### src/rtl/md_pkg.sv
// Shared types and constants for the MD register / memory-cycle sequencer.
// Holds the sequencer state type, default NXM timeout and counter width.
package md_pkg;

  typedef enum logic [1:0] {
    IDLE   = 2'd0,
    RDREQ  = 2'd1,
    RDLOAD = 2'd2,
    WRREQ  = 2'd3
  } md_state_t;

  localparam int DEF_TIMEOUT = 255;
  localparam int CNT_W       = 16;

endpackage

### src/rtl/md_parity.sv
// 32-bit odd-parity generator: par makes the total count of ones odd.
// Ports: data (32-bit word in), par (odd parity bit out).
module md_parity (
  input  logic [31:0] data,
  output logic        par
);

  assign par = ~^data;

endmodule

### src/rtl/md_ctl.sv
// MD register and memory read/write cycle sequencer with NXM timeout.
// Ports: clk, reset_n, mds/destmd/srcmd/memrd/memwr/bus_ack/bus_par/nxm_clr
// in; md, mdsel, loadmd, memdrive, memrq, wrcyc, mwait, md_par, nxm,
// par_err out. Macro MD_PARITY_EN enables md_par and read-parity checking.
module md_ctl
  import md_pkg::*;
#(
  parameter int TIMEOUT = DEF_TIMEOUT
) (
  input  logic        clk,
  input  logic        reset_n,
  input  logic [31:0] mds,
  input  logic        destmd,
  input  logic        srcmd,
  input  logic        memrd,
  input  logic        memwr,
  input  logic        bus_ack,
  input  logic        bus_par,
  input  logic        nxm_clr,
  output logic [31:0] md,
  output logic        mdsel,
  output logic        loadmd,
  output logic        memdrive,
  output logic        memrq,
  output logic        wrcyc,
  output logic        mwait,
  output logic        md_par,
  output logic        nxm,
  output logic        par_err
);

  localparam logic [CNT_W-1:0] TO = CNT_W'(TIMEOUT);

  md_state_t        state;
  md_state_t        state_nxt;
  logic [CNT_W-1:0] cnt;
  logic             idle;
  logic             rd_busy;
  logic             to_hit;
  logic             md_ld;

  assign idle     = (state == IDLE);
  assign rd_busy  = (state == RDREQ) | (state == RDLOAD);
  assign loadmd   = (state == RDLOAD);
  assign wrcyc    = (state == WRREQ);
  assign memdrive = (state == WRREQ);
  assign memrq    = (state == RDREQ) | (state == WRREQ);
  assign mdsel    = destmd & ~loadmd;
  assign md_ld    = mdsel | loadmd;

  // Ack wins over an expiring counter in the same cycle.
  assign to_hit = memrq & ~bus_ack & (cnt == TO);

  assign mwait = ((memrd | memwr) & ~idle)
               | ((srcmd | destmd) & rd_busy)
               | (destmd & wrcyc);

  always_comb begin
    state_nxt = state;
    unique case (state)
      IDLE: begin
        if (memrd)      state_nxt = RDREQ;
        else if (memwr) state_nxt = WRREQ;
      end
      RDREQ: begin
        if (bus_ack)     state_nxt = RDLOAD;
        else if (to_hit) state_nxt = IDLE;
      end
      RDLOAD: state_nxt = IDLE;
      WRREQ: begin
        if (bus_ack | to_hit) state_nxt = IDLE;
      end
    endcase
  end

  always_ff @(posedge clk or negedge reset_n) begin
    if (!reset_n) state <= IDLE;
    else          state <= state_nxt;
  end

  // Held at zero while idle, so every new cycle starts from zero.
  always_ff @(posedge clk or negedge reset_n) begin
    if (!reset_n)                     cnt <= '0;
    else if (idle)                    cnt <= '0;
    else if (!bus_ack && cnt != '1)   cnt <= cnt + 1'b1;
  end

  always_ff @(posedge clk or negedge reset_n) begin
    if (!reset_n)   md <= '0;
    else if (md_ld) md <= mds;
  end

  always_ff @(posedge clk or negedge reset_n) begin
    if (!reset_n)    nxm <= 1'b0;
    else if (nxm_clr) nxm <= 1'b0;
    else if (to_hit)  nxm <= 1'b1;
  end

`ifdef MD_PARITY_EN
  logic mds_par;

  md_parity u_par (
    .data (mds),
    .par  (mds_par)
  );

  always_ff @(posedge clk or negedge reset_n) begin
    if (!reset_n)   md_par <= 1'b1;
    else if (md_ld) md_par <= mds_par;
  end

  always_ff @(posedge clk or negedge reset_n) begin
    if (!reset_n)     par_err <= 1'b0;
    else if (nxm_clr) par_err <= 1'b0;
    else if (loadmd && (bus_par != mds_par))
      par_err <= 1'b1;
  end
`else
  logic unused_par;
  assign unused_par = bus_par;
  assign md_par     = 1'b0;
  assign par_err    = 1'b0;
`endif

endmodule

### config.mk
export PLATFORM = sky130hd
export DESIGN_NAME = md_ctl
export DESIGN_NICKNAME = d
export VERILOG_FILES = /design/src/rtl/md_pkg.sv /design/src/rtl/md_parity.sv /design/src/rtl/md_ctl.sv
export SDC_FILE = /design/constraint.sdc
export NUM_CORES = 1
export LEC_CHECK = 0
export CAP_MARGIN = 20
export CELL_PAD_IN_SITES_DETAIL_PLACEMENT = 0
export CELL_PAD_IN_SITES_GLOBAL_PLACEMENT = 1
export CORE_MARGIN = 3
export CORE_UTILIZATION = 36
export CTS_BUF_LIST = sky130_fd_sc_hd__clkbuf_8
export CTS_CLUSTER_DIAMETER = 30
export DETAILED_ROUTE_END_ITERATION = 16
export GPL_ROUTABILITY_DRIVEN = 0
export PLACE_DENSITY = 0.82
export SKIP_CTS_REPAIR_TIMING = 1
export SLEW_MARGIN = 5
export SYNTH_ARGS = -nofsm -noshare
export SYNTH_HDL_FRONTEND = slang
export SYNTH_HIERARCHICAL = 1
export SYNTH_SLANG_ARGS = --single-unit
export TNS_END_PERCENT = 30
### constraint.sdc
create_clock -name clk -period 2.3 [get_ports clk]
set_clock_uncertainty 0.1 [all_clocks]
set_input_delay 0.69 -clock clk [delete_from_list [all_inputs] [get_ports clk]]
set_output_delay 0.69 -clock clk [all_outputs]
set_load 0.05 [all_outputs]
Fig. 1: run 1, clock wires, drivers and flops
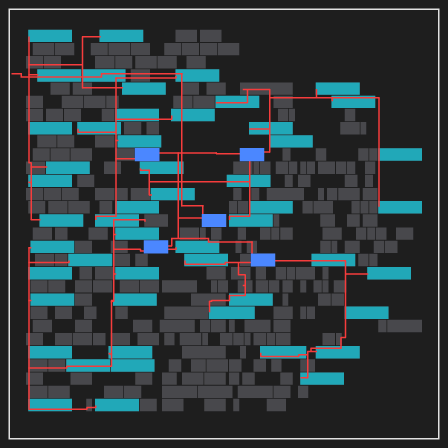
Blue shows cells driving clock nets, count 5. Red shows clock wires, length 665 µm. Cyan shows flip-flops, count 51.
There are 6 routed clock nets.

Fig. 2: run 1, signal metal coverage by tile
The die is cut into 18 by 18 equal tiles; dark blue is low, red is high, scaled to the fullest tile. Values are wire area over tile area, all layers added.
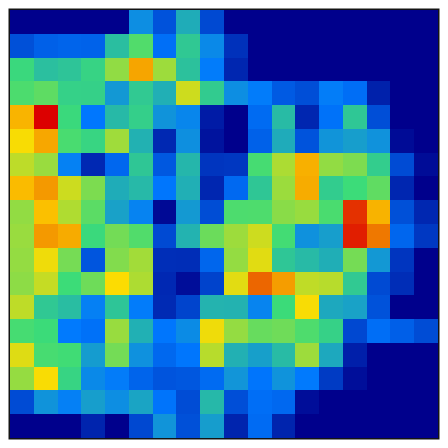
20% of the tiles are nearly empty. The densest ninth of the die: left middle. The fullest tile reaches 0.36. The emptiest ninth of the die: top right. 26% of the tiles are over half the peak.
detail-routed net length per standard cell: 15.07 µm
Total Routing Usage GR: 0.1476

==> GITHUB_STEP_SUMMARY, run 1 <==
## Implementation flow summary

| Metric | Value |
|---|---|
| Run status | finished, final reports clean |
| Yosys top cell by area | dfrtp_1 |
| Clk buf depth | 2 |
| Class of the tightest hold or removal check | in -> async |
| Sort of element at the end of the critical path | output pin |
| Max stage delay on crit path | just over 0.8 ns |
| Highest attainable clock frequency | approximately 440 MHz |
| Max-cap viol count | 0 |
| Share of power burned in the clock network | 0.168 |
| Die extent in x | roughly 90 µm |
| Fraction of final layout cells with drive strength greater than 1 | 0.3322 |
| Net switching power | between 1.5 and 2 mW |
| Post-layout total power | 3.974 mW |
| Clock net sink count | approximately 50 |
| Number of rows created at floorplan | 29 |
| Aggregate routed wire length | between 5000 and 6000 µm |
| Endpoint arrival time on the critical path | about 1.5 ns |
| Internal Pwr Total | between 2 and 2.5 mW |
| Synth warnings | 6 |
| Fraction of the core area occupied by cells at floorplan | 0.3776 |
| Critical path launch point | md[18]$_DFFE_PN0P_ |
| Origin of the critical flop-to-flop path | cnt[8]$_DFFE_PN0P_ |
| Worst path setup slack after routing | about 0.040 ns |
| TritonCTS clock tree | done |
| Proportion of power drawn by combinational gates | 0.525 |
| Area of all placed cells without fillers | between 3000 and 4000 µm² |
| Remaining number of nets flagged by the antenna check after routing | 0 |
Fig. 3: run 1, cells by drive strength
The bar under the picture is 20 µm long.
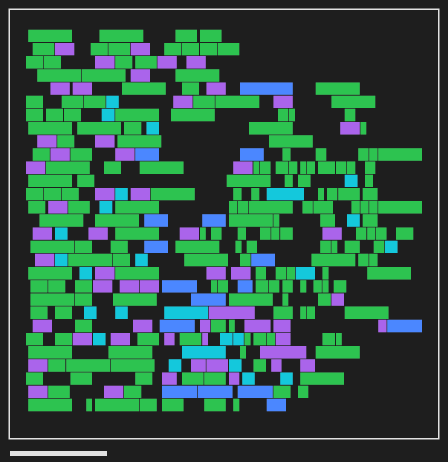
Blue shows drive 6 and up, cells 16. Purple shows drive 2, cells 55. Cyan shows drive 3 to 4, cells 25. Green shows drive 1 or less, cells 193.

Fig. 4: run 1, placed standard cells
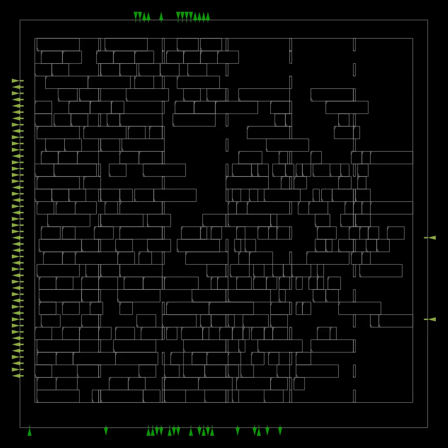
final-layout fill cell count: 550
Final Util: 0.5535
non-filler instance count after layout: 366
fraction of standard cell area that is sequential: 0.3577

==> run 1: cells in the final DEF (no fill, tap or decap), types with 2 or more instances in the layout <==
master | synthesis | routed
a211oi_1 | 3 | 3
nor2_1 | 15 | 12
clkdlybuf4s50_1 | 0 | 40
nor3_1 | 5 | 5
mux2_2 | 39 | 39
dlymetal6s2s_1 | 0 | 18
dfrtp_2 | 0 | 2
nand2b_1 | 5 | 5
nand3_1 | 3 | 3
conb_1 | 1 | 2
clkbuf_8 | 1 | 6
nor2_2 | 0 | 3
buf_12 | 0 | 7
and3_1 | 2 | 2
a21oi_1 | 10 | 9
ha_1 | 5 | 2
inv_1 | 4 | 2
o21ai_0 | 4 | 4
or3_1 | 5 | 5
nand2_1 | 5 | 5
ha_4 | 0 | 2
nor2b_1 | 9 | 8
dfrtp_1 | 51 | 49
buf_4 | 3 | 20
nand4_1 | 4 | 4
o21a_1 | 2 | 2
==> run 1: cell families (layout without fill, tap and decap cells) <==
logic type | after synthesis | in the layout
AND/OR/NAND/NOR | 64 | 64
flip-flops | 51 | 51
multiplexers | 40 | 40
AND-OR/OR-AND | 28 | 28
buffers and inverters | 15 | 99
adder cells (fa/ha/maj) | 5 | 5
other | 1 | 2
==> run 1: routing by layer <==
metal	global-route usage	routed length (µm)
met1	0.1787	2362
met2	0.2379	2614
met3	0.07542	511
met4	0.03022	27
met5	0	0
==> run 1: registers in the layout, indices dropped and copies added, names as in the netlist <==
name,flops
cnt,16
state,2
nxm,1
md,32
==> run 1: final cells by class <==
cell class              count  share of cell area
inverters                   4            0.004900
clock buffers               6             0.02310
multi-input cells         139              0.3157
flip-flops and latches     51              0.3577
clock inverters             2             0.01085
repair buffers             87              0.2608
well taps                  77             0.02695
Fig. 5: run 1, sequential cells grouped by signal name
The bar under the picture is 20 µm long. Other sequential cells in the stronger gray, the rest of the logic in the fainter gray.
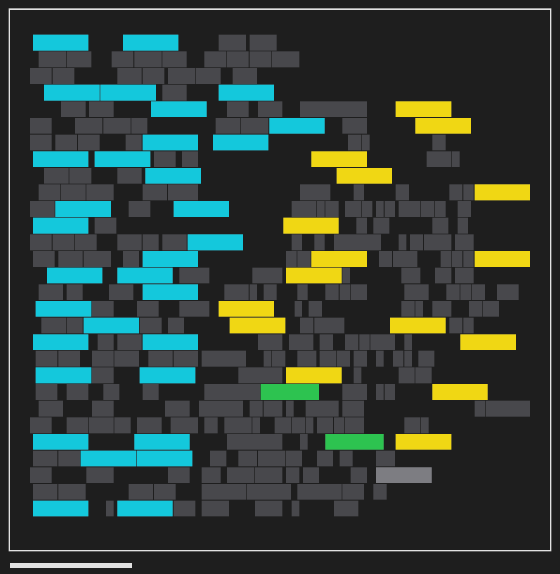

==> run 2: changes to the inputs <==
ABC_AREA = 1   (was default)
CORE_UTILIZATION = 35   (was 36)
PLACE_DENSITY = 0.83   (was 0.82)
Fig. 6: run 2, sequential cells grouped by signal name
The bar under the picture is 20 µm long. Other sequential cells in the stronger gray, the rest of the logic in the fainter gray.
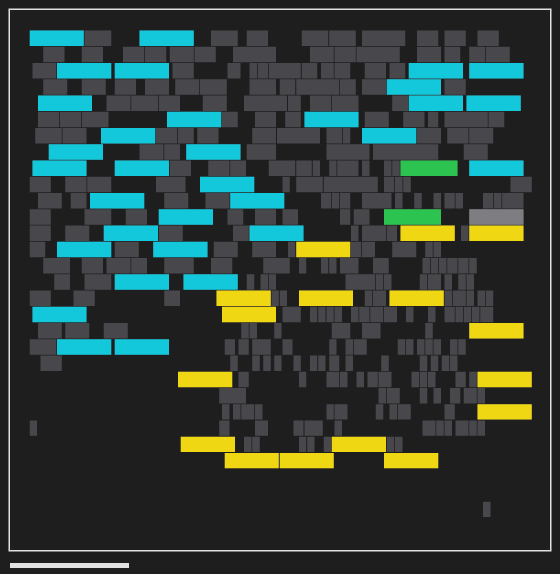
Green shows `state`, sequential cells 2. Cyan shows `md`, sequential cells 32. Yellow shows `cnt`, sequential cells 16.
Another 1 sequential cells are not colored.
seq pwr: 1.18 mW
fraction of standard cell area that is sequential: 0.3535
Reg area: 1279 µm²
Final Util: 0.5266

Fig. 7: run 2, cells by drive strength
The bar under the picture is 20 µm long.
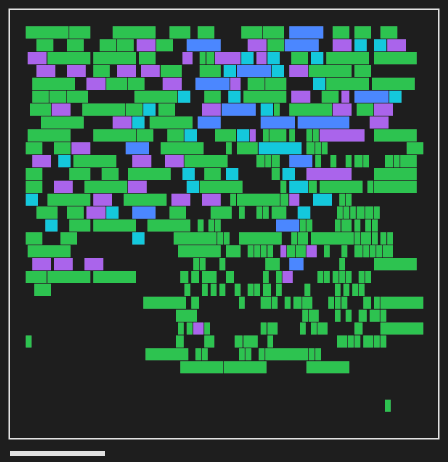
Blue shows drive 6 and up, cells 15. Green shows drive 1 or less, cells 258. Purple shows drive 2, cells 45. Cyan shows drive 3 to 4, cells 29.
area added between synthesis and finish: 45.06%
worst path setup slack after routing: -0.01402 ns
area of all placed cells without fillers: 3617 µm²
bufs w/o clock: 87

==> run 2 against run 1 <==
The run now ends with setup timing left. Via count is 9.4% higher. Flip-flop count stayed put. Critical path depth is 3 higher. Fmax is 2.3% lower. Highest routed layer unchanged.
==> GITHUB_STEP_SUMMARY, run 2 <==
## Implementation flow summary

| Metric | Value |
|---|---|
| Run status | finished with violations |
| Violated checks | setup timing |
| Clock net sink count | approximately 50 |
| Final-layout fill cell count | ~630 |
| Non-filler instance count after layout | 443 |
| Fraction of the core area occupied by cells at floorplan | 0.3630 |
| Internal Pwr Total | about 2.1 mW |
| Remaining number of nets flagged by the antenna check after routing | 0 |
| Worst path setup slack after routing | -0.01402 ns |
| Share of power burned in the clock network | 0.174 |
| Proportion of power drawn by combinational gates | 0.504 |
| Die extent in x | 90.41 µm |
| Setup violators final | 1 |
| Yosys top cell by area | dfrtp_1 |
| Class of the tightest hold or removal check | in -> async |
| Total Routing Usage GR | 0.1487 |
| Sort of element at the end of the critical path | output pin |
| Dominant logic cell type in the layout | nand2_1 |
| Fraction of final layout cells with drive strength greater than 1 | 0.2565 |
| Endpoint arrival time on the critical path | ~1.5 ns |
| Most frequent logic cells in the routed design | 72 x nand2_1, 49 x dfrtp_1, 39 x clkdlybuf4s50_1, 32 x mux2_2, 25 x buf_4 |
| Aggregate routed wire length | a little under 6000 µm |
| Clk buf depth | 2 |
| Biggest register | md |
| Max FFs per register | 32 |
| Critical path launch point | srcmd |
| Post-layout total power | about 3.7 mW |
| Net switching power | between 1.5 and 2 mW |
| Number of rows created at floorplan | 30 |
Fig. 8: run 2, signal metal coverage by tile
The die is cut into 18 by 18 equal tiles; dark blue is low, red is high, scaled to the fullest tile. Values are wire area over tile area, all layers added.
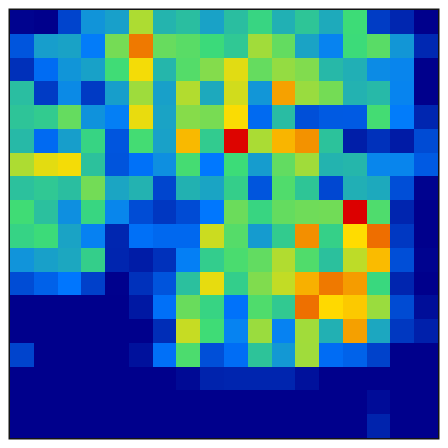
The mean over all tiles is 0.11. The densest ninth of the die: top middle. 23% of the tiles are nearly empty. The emptiest ninth of the die: bottom left. 25% of the tiles are over half the peak.

## run 2: cell count changes after synthesis, moves of 6 or more
cell,before,now
nand2_1,5,72
inv_1,4,17
nand3_1,3,15
nand4_1,4,14
nor2b_1,9,0
a21oi_1,10,2
mux2_2,39,32
nor2_1,15,22
clkbuf_1,6,0
## run 2: critical path, cell delays in order
cell	delay, ns
clkdlybuf4s50_1	0.40
o21ai_1	0.14
o221ai_2	0.13
buf_12	0.16
## run 2: area by class of cell
class / count / area (µm²) / share of cell area
multi-input cells: 183 / 1117 / 0.3089
clock inverters: 3 / 46.29 / 0.01280
well taps: 96 / 120.1 / 0.03321
flip-flops and latches: 51 / 1279 / 0.3535
repair buffers: 87 / 918.4 / 0.2539
inverters: 18 / 67.56 / 0.01868
clock buffers: 5 / 68.82 / 0.01902
## run 2: cell families (layout without fill, tap and decap cells)
| logic type | Yosys count | count (layout) | share of synthesized area |
|---|---|---|---|
| multiplexers | 32 | 32 | 0.1445 |
| AND-OR/OR-AND | 10 | 10 | 0.02157 |
| other | 1 | 2 | 0.001504 |
| flip-flops | 51 | 51 | 0.5118 |
| XOR/XNOR | 5 | 5 | 0.01756 |
| adder cells (fa/ha/maj) | 5 | 5 | 0.02509 |
| AND/OR/NAND/NOR | 129 | 129 | 0.2258 |
| buffers and inverters | 28 | 113 | 0.05218 |
## run 2: power groups by stage
stage,combinational (mW),clock (mW),sequential (mW)
final,1.84,0.636,1.18
after global routing,1.93,0.700,1.20
after detailed placement,1.86,0,1.18
after global placement,1.84,0,1.17
after CTS,1.86,0.663,1.17
after floorplan,0.659,0,1.66
## run 2: metal layers
layer | global-route usage | share of wire
met1 | 0.1857 | 0.43
met2 | 0.2595 | 0.53
met3 | 0.03167 | 0.036
met4 | 0.04082 | 0.0060
met5 | 0 | 0
==> run 3: changes to the inputs <==
TNS_END_PERCENT = 100   (was 30)
Fig. 9: run 3, sequential cells grouped by signal name
The bar under the picture is 20 µm long. Other sequential cells in the stronger gray, the rest of the logic in the fainter gray.
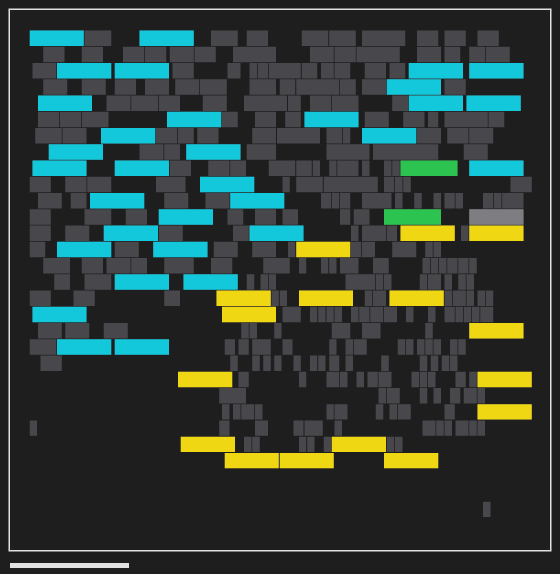
Green shows `state`, sequential cells 2. Cyan shows `md`, sequential cells 32. Yellow shows `cnt`, sequential cells 16.
Another 1 sequential cells are not colored.

Fig. 10: run 3, clock wires, drivers and flops
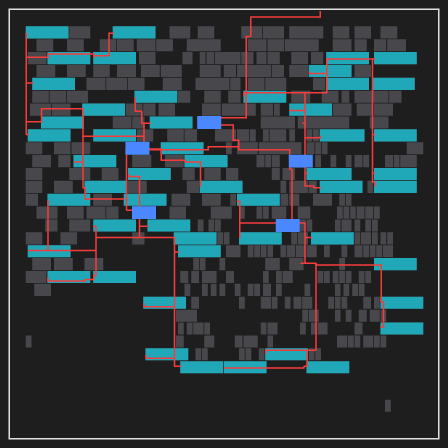
Blue shows cells driving clock nets, count 5. Red shows clock wires, length 609 µm. Cyan shows flip-flops, count 51.
Position of the flops: all over the die. There are 6 routed clock nets.
share of power burned in the clock network: 0.174
later-pin clock latency in the skew report: 0.30 ns
clock group power: 0.636 mW

==> run 3 against run 2 <==
The run still ends with setup timing left. Power is the same. Worst hold slack did not move. Synthesized cell count is the same. Final cell count stayed put. Critical endpoint unchanged.
==> GITHUB_STEP_SUMMARY, run 3 <==
## Implementation flow summary

| Metric | Value |
|---|---|
| Max stage delay on crit path | 0.40 ns |
| Final-layout fill cell count | between 600 and 700 |
| Ordered list of cells on the worst path | clkdlybuf4s50_1, o21ai_1, o221ai_2, buf_12 |
| Highest metal layer used by the detailed router | met4 |
| Dominant logic cell type in the layout | nand2_1 |
| Area added between synthesis and finish | 45.06% |
| Final Util | 0.5266 |
| Bufs w/o clock | 87 |
| Worst path setup slack after routing | -0.01402 ns |
| Fraction of the core area occupied by cells at floorplan | 0.3630 |
| WL met1 | 2552 µm |
| Run status | finished with violations |
| Setup violators final | 1 |
| N_taps | ~96 |
| Detail-routed net length per standard cell | 13.43 µm |
| Biggest register | md |
| Registers with the highest flip-flop counts | md: 32 flops, cnt: 16 flops, state: 2 flops |
| Most Used Layer, Global Route | met2 |
| Yosys top cell by area | dfrtp_1 |
| Sort of element at the end of the critical path | output pin |
| Multi-input combinational cell count | roughly 180 |
| TritonCTS clock tree | done |
| Max-cap viol count | 0 |
| Highest attainable clock frequency | around 430 MHz |
| Clock network share of area | 0.03182 |
| Remaining number of nets flagged by the antenna check after routing | 0 |
| Fraction of standard cell area that is sequential | 0.3535 |
| Max FFs per register | 32 |
| Fraction of final layout cells with drive strength greater than 1 | 0.2565 |
| Signal buf overhead | 0.2539 |
| Violated checks | setup timing |
| Number of rows created at floorplan | 30 |
| Most frequent logic cells in the routed design | 72 x nand2_1, 49 x dfrtp_1, 39 x clkdlybuf4s50_1, 32 x mux2_2, 25 x buf_4 |
| Slowest stage cell on the critical path | clkdlybuf4s50_1 |
Fig. 11: run 3, signal metal coverage by tile
The die is cut into 18 by 18 equal tiles; dark blue is low, red is high, scaled to the fullest tile. Values are wire area over tile area, all layers added.
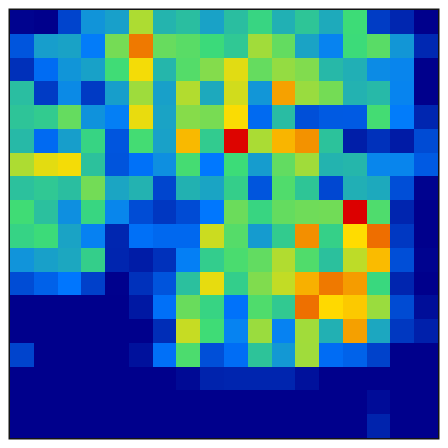
The densest ninth of the die: top middle. 25% of the tiles are over half the peak. The emptiest ninth of the die: bottom left. The fullest tile reaches 0.36. 23% of the tiles are nearly empty.
vias after detailed routing: 2,020
aggregate routed wire length: 5951 µm

run 3: cell counts after synthesis:
No cell type changed its count.
run 3: cell families (layout without fill, tap and decap cells):
logic type	count (synthesis)	after routing	share of synthesized area
compound gates	10	10	0.02157
xor+xnor	5	5	0.01756
fa+ha+maj	5	5	0.02509
buf+inv	28	113	0.05218
flops	51	51	0.5118
mux	32	32	0.1445
other cells	1	2	0.001504
simple gates	129	129	0.2258
run 3: power breakdown:
part           internal, mW  leakage [nW]  switching (mW)
Sequential             1.07         0.631           0.114
Clock                 0.328        0.0548           0.308
Combinational         0.712          1.03            1.13
Total                  2.11          1.72            1.55
run 3: path summary, 6_finish.rpt:
| kind | endpoint | slack, ns | depth (start not counted) |
|---|---|---|---|
| worst max-delay path | mwait | -0.01 | 4 |
| worst min-delay path | md[14]$_DFFE_PN0P_ | 0.26 | 2 |
| worst max register to register | cnt[0]$_DFFE_PN0P_ | 0.33 | 7 |
| worst min register to register | md[30]$_DFFE_PN0P_ | 0.41 | 1 |
| max in group asynchronous | state[1]$_DFFE_PN0P_ | 1.60 | 2 |
| min in group clk | md[30]$_DFFE_PN0P_ | 0.41 | 1 |
run 3: worst register-to-register path, stage by stage, from the launching register on:
cell,delay (ns)
dfrtp_1,0.41
ha_1,0.27
nand3_1,0.15
inv_2,0.06
nand2_2,0.10
nor2_4,0.05
o21ai_0,0.49
o21ai_0,0.20
run 3: stage by stage:
stage	cell area (µm²)	setup slack (ns)	hold WS, ns	cells	setup TNS [ns]
after floorplan	2506	-0.04193	0.2944	262	-0.04193
after global placement	3450	-0.1496	0.3866	435	-0.1810
after detailed placement	3450	-0.1589	0.3942	435	-0.1888
after CTS	3565	-0.1593	0.2657	443	-0.1935
after global routing	3617	-0.03908	0.2664	443	-0.03908
final	3617	-0.01402	0.2610	443	-0.01402
No activity file was given, so power comes from the tool's default toggle rates.
